==> config.mk <==
export PLATFORM = sky130hd
export DESIGN_NAME = pe_cfg_loader
export DESIGN_NICKNAME = d
export VERILOG_FILES = /design/src/rtl/pe_cfg_loader.sv
export SDC_FILE = /design/constraint.sdc
export NUM_CORES = 1
export LEC_CHECK = 0
export ABC_AREA = 1
export CORE_MARGIN = 5
export CORE_UTILIZATION = 45
export DETAILED_ROUTE_END_ITERATION = 16
export HOLD_SLACK_MARGIN = 0.02
export PLACE_DENSITY_LB_ADDON = 0.15
export SLEW_MARGIN = 0
export SYNTH_ARGS = -nofsm -noshare
export SYNTH_HDL_FRONTEND = slang
export SYNTH_SLANG_ARGS = --single-unit
export TNS_END_PERCENT = 30
==> constraint.sdc <==
create_clock -name clk -period 1.7 [get_ports clk]
set_clock_uncertainty 0.2 [all_clocks]
set_input_delay 0.34 -clock clk [delete_from_list [all_inputs] [get_ports clk]]
set_output_delay 0.34 -clock clk [all_outputs]
set_load 0.02 [all_outputs]
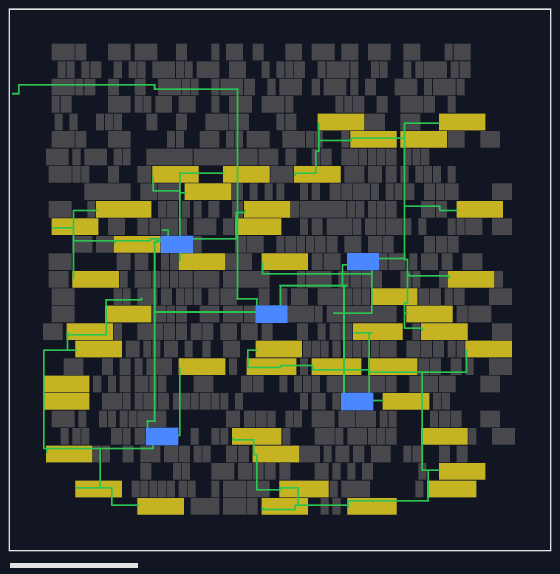
**Above:** run 1 (clock distribution).
Bar = 20 microns.
[yellow] flip-flops | count: 45
[green] clock wires | length: 590 microns
[blue] cells driving clock nets | count: 5
routed clock nets: 6
Power Clock: 0.838 mW
Clock power frac: 19.0%
Clock Latency Late Sink: 0.31 ns

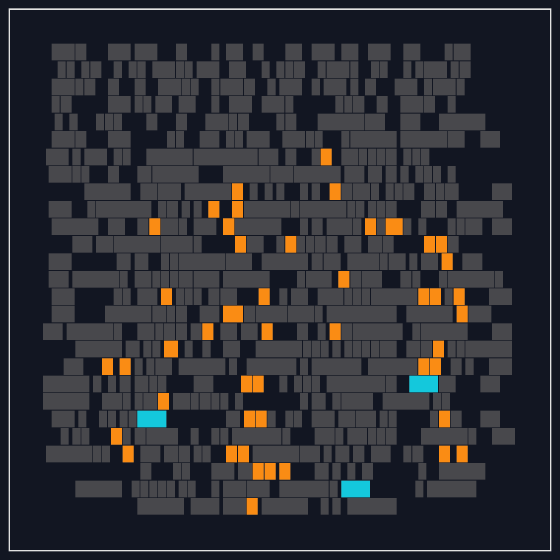
**Above:** run 1 (selected gate families).
[orange] inverting AOI/OAI gates | cells: 47 | most used: a21oi_1
[cyan] adder and majority cells | cells: 3 | most used: ha_1
logic share of the area: 34.1%
Finished Layout Cells: 579
Top cell excl fill/tap: nand2_1

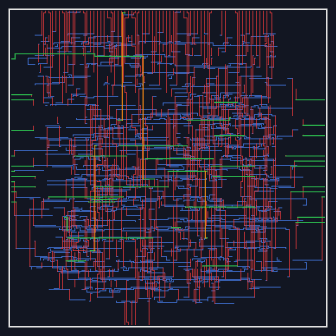
**Above:** run 1 (signal wires by layer).
[red] met2 | wire length: 3720 microns
[blue] met1 | wire length: 3020 microns
[green] met3 | wire length: 381 microns
[orange] met4 | wire length: 107 microns
drt total wl: 7.23 mm
WL per Instance: 12.5 microns
total number of vias: 2739

==> impl_metrics.py, run 1 <==
# Metrics from the implementation run
metrics = {
    "timing": {
        "setup_slack_ns": 0.0641,
        "fmax_ghz": 0.611,
        "slew_headroom_pct": 80.9,
        "whs_ns": 0.171,
        "tightest_slew_ns": 0.285,
        "finalCritPeriodShare_pct": 96.2,
        "min_period_ns": 1.64,
    },
    "global_routing": {
        "globalRouteTotalUtil_pct": 19.6,
        "grt_pass1_wl_mm": 11.6,
        "grt_max_degree": 32,
    },
    "synth": {
        "syn_area_sq_um": 2470,
        "synth_area_per_cell_sq_um": 6.28,
        "syn_inst": 393,
    },
    "critical_path": {
        "reg2reg_setup_slack_ns": 0.07,
        "start_kind": "flip-flop",
        "critPathCaptureType": "output port",
        "max_stage_delay_ns": 0.40,
        "path_delay_family": "flip-flops",
        "cp_num_buf_inv": 3,
    },
    "cts": {
        "cts_htree_levels": 2,
        "clockBufferDepth": 2,
        "cts_tree": "yes",
    },
    "floorplan": {
        "rows": 27,
        "fp_util_pct": 45.7,
    },
    "run": {
        "warnings": 28,
    },
    "layout": {
        "drive_above_1_share_pct": 19.3,
        "insertedDiodeCount": 0,
        "area_delta_synth_final_pct": 51.3,
        "fill_cells": 497,
        "utilization_pct": 69.1,
    },
    "power_and_ir_drop": {
        "power.total_mw": 4.42,
        "peakVddDrop_mv": 0.821,
        "switchingPower_mw": 1.80,
    },
    "placed_design": {
        "dp_cells": 566,
        "dp_hpwl_mm": 5.21,
    },
    "routing": {
        "first_pass_iters": 4,
        "ant_nets": 0,
    },
    "min_path": {
        "holdPathStages": 3,
    },
    "status": {
        "outcome": "completed",
    },
}
==> run 1: repair_timing <==
item	in CTS	in global routing
cloned	1	1
resized	134	42
buffers inserted	0	3
setup endpoints to repair	45	44
pin swaps	0	6
hold endpoints to repair	0	0
==> run 1: worst reg2reg max path, delay by kind of cell (launching register included) <==
family / cells / cell delay, ns
and+or+nand+nor: 8 / 0.87
DFF: 1 / 0.33
buffers and inverters: 1 / 0.14
==> run 1: metal layers <==
layer,wire length [microns],track usage [%],part of all wire [%],up-vias
met2,3720,35.2,51,69
met1,3020,22.9,42,1225
met5,0,0,0,-
met3,381,4.74,5.3,9
li1,-,-,-,1436
met4,106,5.70,1.5,0
==> run 1: Yosys cell counts <==
library cell,n,share of area (%)
nand2_1,114,17
inv_1,66,10
dfxtp_1,45,36
nand3_1,37,7.5
nor2_1,35,5.3
o21ai_0,26,5.3
a21oi_1,19,3.9
clkbuf_1,8,1.2
nand4_1,6,1.5
xor2_1,5,1.8
xnor2_1,4,1.4
buf_2,3,0.61
ha_1,3,1.5
nor3_1,3,0.61
buf_6,2,0.91
inv_2,2,0.30
nand2_2,2,0.51
nor2_2,2,0.51
or2_2,2,0.51
a31oi_1,1,0.25
and2_2,1,0.30
buf_1,1,0.15
buf_4,1,0.30
nand2_4,1,0.46
nand3b_1,1,0.30
nor2_4,1,0.46
nor4_1,1,0.25
o31ai_1,1,0.30
==> run 1: cell families after synthesis <==
| family | count (synthesis) | synth area share, % |
|---|---|---|
| and+or+nand+nor | 206 | 35.6 |
| buffers and inverters | 83 | 13.5 |
| AOI/OAI and AO/OA | 47 | 9.68 |
| DFF | 45 | 36.5 |
| xor gates and xnor gates | 9 | 3.19 |
| adders and majority gates | 3 | 1.52 |
==> run 1: layout make-up <==
cell class,count,area share [%]
inverter,68,6.83
sequential,45,24.5
clock buffer,5,1.84
tap,72,2.41
multi-input combinational,265,34.1
timing repair buffer,121,29.1
clock inverter,3,1.24
==> run 1: power by group through the flow <==
stage               registers, mW  clock network (mW)  logic (mW)
global placement             1.50                   0        1.91
floorplan                    1.59                   0        1.15
CTS                          1.48               0.854        1.89
finish                       1.50               0.838        2.08
global route                 1.53               0.893        2.34
detailed placement           1.51                   0        1.94
==> inputs of run 2 (changes only) <==
- SKIP_CTS_REPAIR_TIMING: unset -> 1
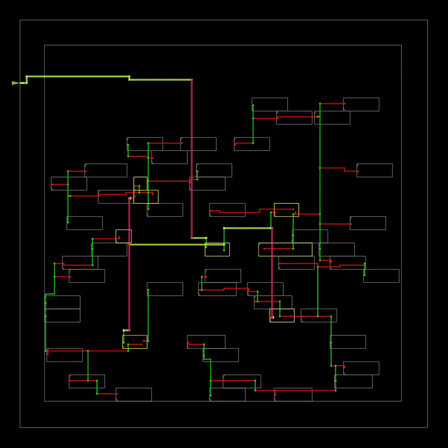
**Above:** run 2 (clock routing).
Power Clock: 0.835 mW
TritonCTS Sinks: 45

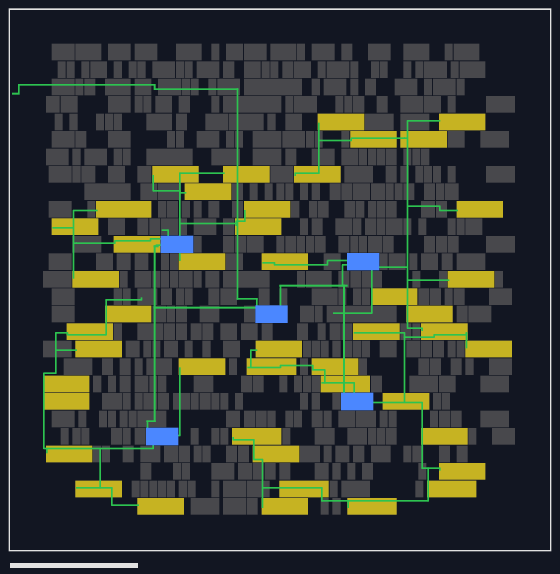
**Above:** run 2 (clock distribution).
Bar = 20 microns.
[blue] cells driving clock nets | count: 5
[green] clock wires | length: 587 microns
[yellow] flip-flops | count: 45
routed clock nets: 6
Clock power frac: 19.3%

==> impl_metrics.py, run 2 <==
# Metrics from the implementation run
metrics = {
    "layout": {
        "lay_top_count": "nand2_1",
        "layout_top_cells": "nand2_1, inv_1, clkdlybuf4s50_1",
        "drive_above_1_share_pct": 18.6,
        "nets": 553,
        "insertedDiodeCount": 0,
        "instances_no_fill": 577,
        "fill_cells": 481,
        "area_delta_synth_final_pct": 54.1,
        "design_area_sq_um": 3800,
    },
    "run": {
        "warnings": 28,
        "maxCapViolCount": 0,
    },
    "critical_path": {
        "cp_num_buf_inv": 3,
        "crit_fanout": 7,
        "rr_worst_depth": 8,
        "critPathCaptureType": "output port",
        "max_stage_delay_ns": 0.42,
        "crit_path_top_delay_cell": "dfxtp_4",
        "crit_chain": "clkbuf_16 -> nand2_1 -> inv_1 -> buf_4",
        "reg2reg_setup_slack_ns": 0.08,
        "worstPathArrival_ns": 1.13,
        "path_delay_family": "flip-flops",
        "required_ns": 1.16,
        "start_kind": "flip-flop",
    },
    "power_and_ir_drop": {
        "cellLeakagePower_nw": 2.21,
        "powerDensity_nw_per_um2": 1140,
        "sw_frac_of_total_pct": 40.3,
        "switchingPower_mw": 1.74,
        "power.total_mw": 4.32,
        "cell_internal_pwr_mw": 2.58,
        "peakVddDrop_mv": 0.806,
    },
    "timing": {
        "finalCritPeriodShare_pct": 98.1,
        "rsz0062_at_grt": "true",
        "min_period_ns": 1.67,
        "fmax_ghz": 0.600,
        "tightest_slew_ns": 0.304,
        "slew_violations": 0,
        "hold_viol": 0,
        "slew_headroom_pct": 79.7,
        "setup_violations": 0,
    },
    "cts": {
        "cts_tree": "yes",
        "clock.latency.late_pin_ns": 0.31,
        "clockBufferDepth": 2,
        "cts_htree_levels": 2,
        "cts_buffers": 5,
    },
    "synth": {
        "synth_area_per_cell_sq_um": 6.28,
        "yosys.area.top_type": "dfxtp_1",
        "synth_cell_types": 28,
        "enable_flop_cells": 0,
        "synth.area.top_cells": "dfxtp_1, nand2_1, inv_1",
        "most_common_cell": "nand2_1",
        "ys_async_sr_fraction_pct": 0,
        "ys_ff": 45,
        "ys_top_cells_by_count": "nand2_1, inv_1, dfxtp_1, nand3_1, nor2_1",
        "ys.flop_type": "dfxtp_1",
        "syn_area_sq_um": 2470,
        "ys_chip_area_sq_um": 2470,
        "syn_inst": 393,
        "yosysTopAreaCellShare_pct": 36.5,
    },
    "floorplan": {
        "fp_util_pct": 45.7,
        "fp.dieH_microns": 84.1,
        "die_area_sq_um": 7070,
        "core_area_sq_um": 5410,
        "die_x_microns": 84.1,
        "rows": 27,
    },
    "routing": {
        "first_pass_iters": 4,
        "drt_iter0_drc": 111,
        "wirelength_mm": 7.22,
        "vias": 2737,
        "viasPerCell": 4.74,
        "ant_nets": 0,
        "wl_per_cell_microns": 12.5,
    },
    "placed_design": {
        "dp_hpwl_mm": 5.21,
        "port_buffers": 90,
        "gp_congestion": 0.884,
        "postPlaceCellArea_sq_um": 3610,
        "dp_cells": 566,
    },
    "status": {
        "outcome": "completed",
    },
    "global_routing": {
        "globalRouteTotalUtil_pct": 19.3,
        "grt_max_degree": 32,
        "grt_pass1_vias": 2546,
        "grt_pass1_wl_mm": 11.4,
    },
    "min_path": {
        "holdPathStages": 3,
        "holdCritPathClass": "in -> reg",
    },
}
run 2: cell counts after synthesis:
Identical to the previous run, type by type.
run 2: power by group through the flow:
| stage | registers, mW | logic [mW] | clock network, mW |
|---|---|---|---|
| 2_1_floorplan | 1.59 | 1.15 | 0 |
| 3_3_place_gp | 1.50 | 1.91 | 0 |
| 3_5_place_dp | 1.51 | 1.94 | 0 |
| 4_1_cts | 1.49 | 1.95 | 0.854 |
| 5_1_grt | 1.53 | 2.25 | 0.892 |
| 6_report | 1.50 | 1.99 | 0.835 |
run 2: cells by family (layout without fill, tap and decap cells):
logic type               after synthesis  count (layout)  synth area share [%]
XOR/XNOR                               9               9                  3.19
flip-flops                            45              45                  36.5
AND/OR/NAND/NOR                      206             206                  35.6
buffers and inverters                 83             195                  13.5
adder cells (fa/ha/maj)                3               3                  1.52
AND-OR/OR-AND                         47              47                  9.68
run 2: per-layer routing:
layer,share of wire (%),track usage [%],vias up,wire [microns]
li1,-,-,1433,-
met1,43,22.3,1226,3120
met2,50,34.9,65,3640
met3,4.3,4.74,13,313
met4,2.0,5.70,0,142
met5,0,0,-,0
run 2: tightest hold or removal path: stages:
cell and delay [ns]:
dlymetal6s2s_1 0.13, o21ai_1 0.08, a21oi_1 0.10
run 2: metrics by stage:
step	hold slack (ns)	utilization (%)	setup slack (ns)	TNS (ns)
6_report	0.169	70.4	0.0323	0
5_1_grt	0.190	70.4	-0.154	-1.57
4_1_cts	0.253	69.0	-0.447	-14.58
3_5_place_dp	0.241	66.9	-0.352	-14.83
3_3_place_gp	0.232	66.9	-0.340	-14.04
2_1_floorplan	0.224	-	-0.0685	-0.685
run 2: cell type report:
type                       count  area [sq um]  share of cell area, %
multi-input combinational    265          1260                   33.0
timing repair buffer         119          1170                   30.9
inverter                      68           255                   6.71
clock buffer                   5          68.8                   1.81
tap                           72          90.1                   2.37
clock inverter                 3          46.3                   1.22
sequential                    45           912                   24.0
Power is estimated from default activity; no workload was simulated.
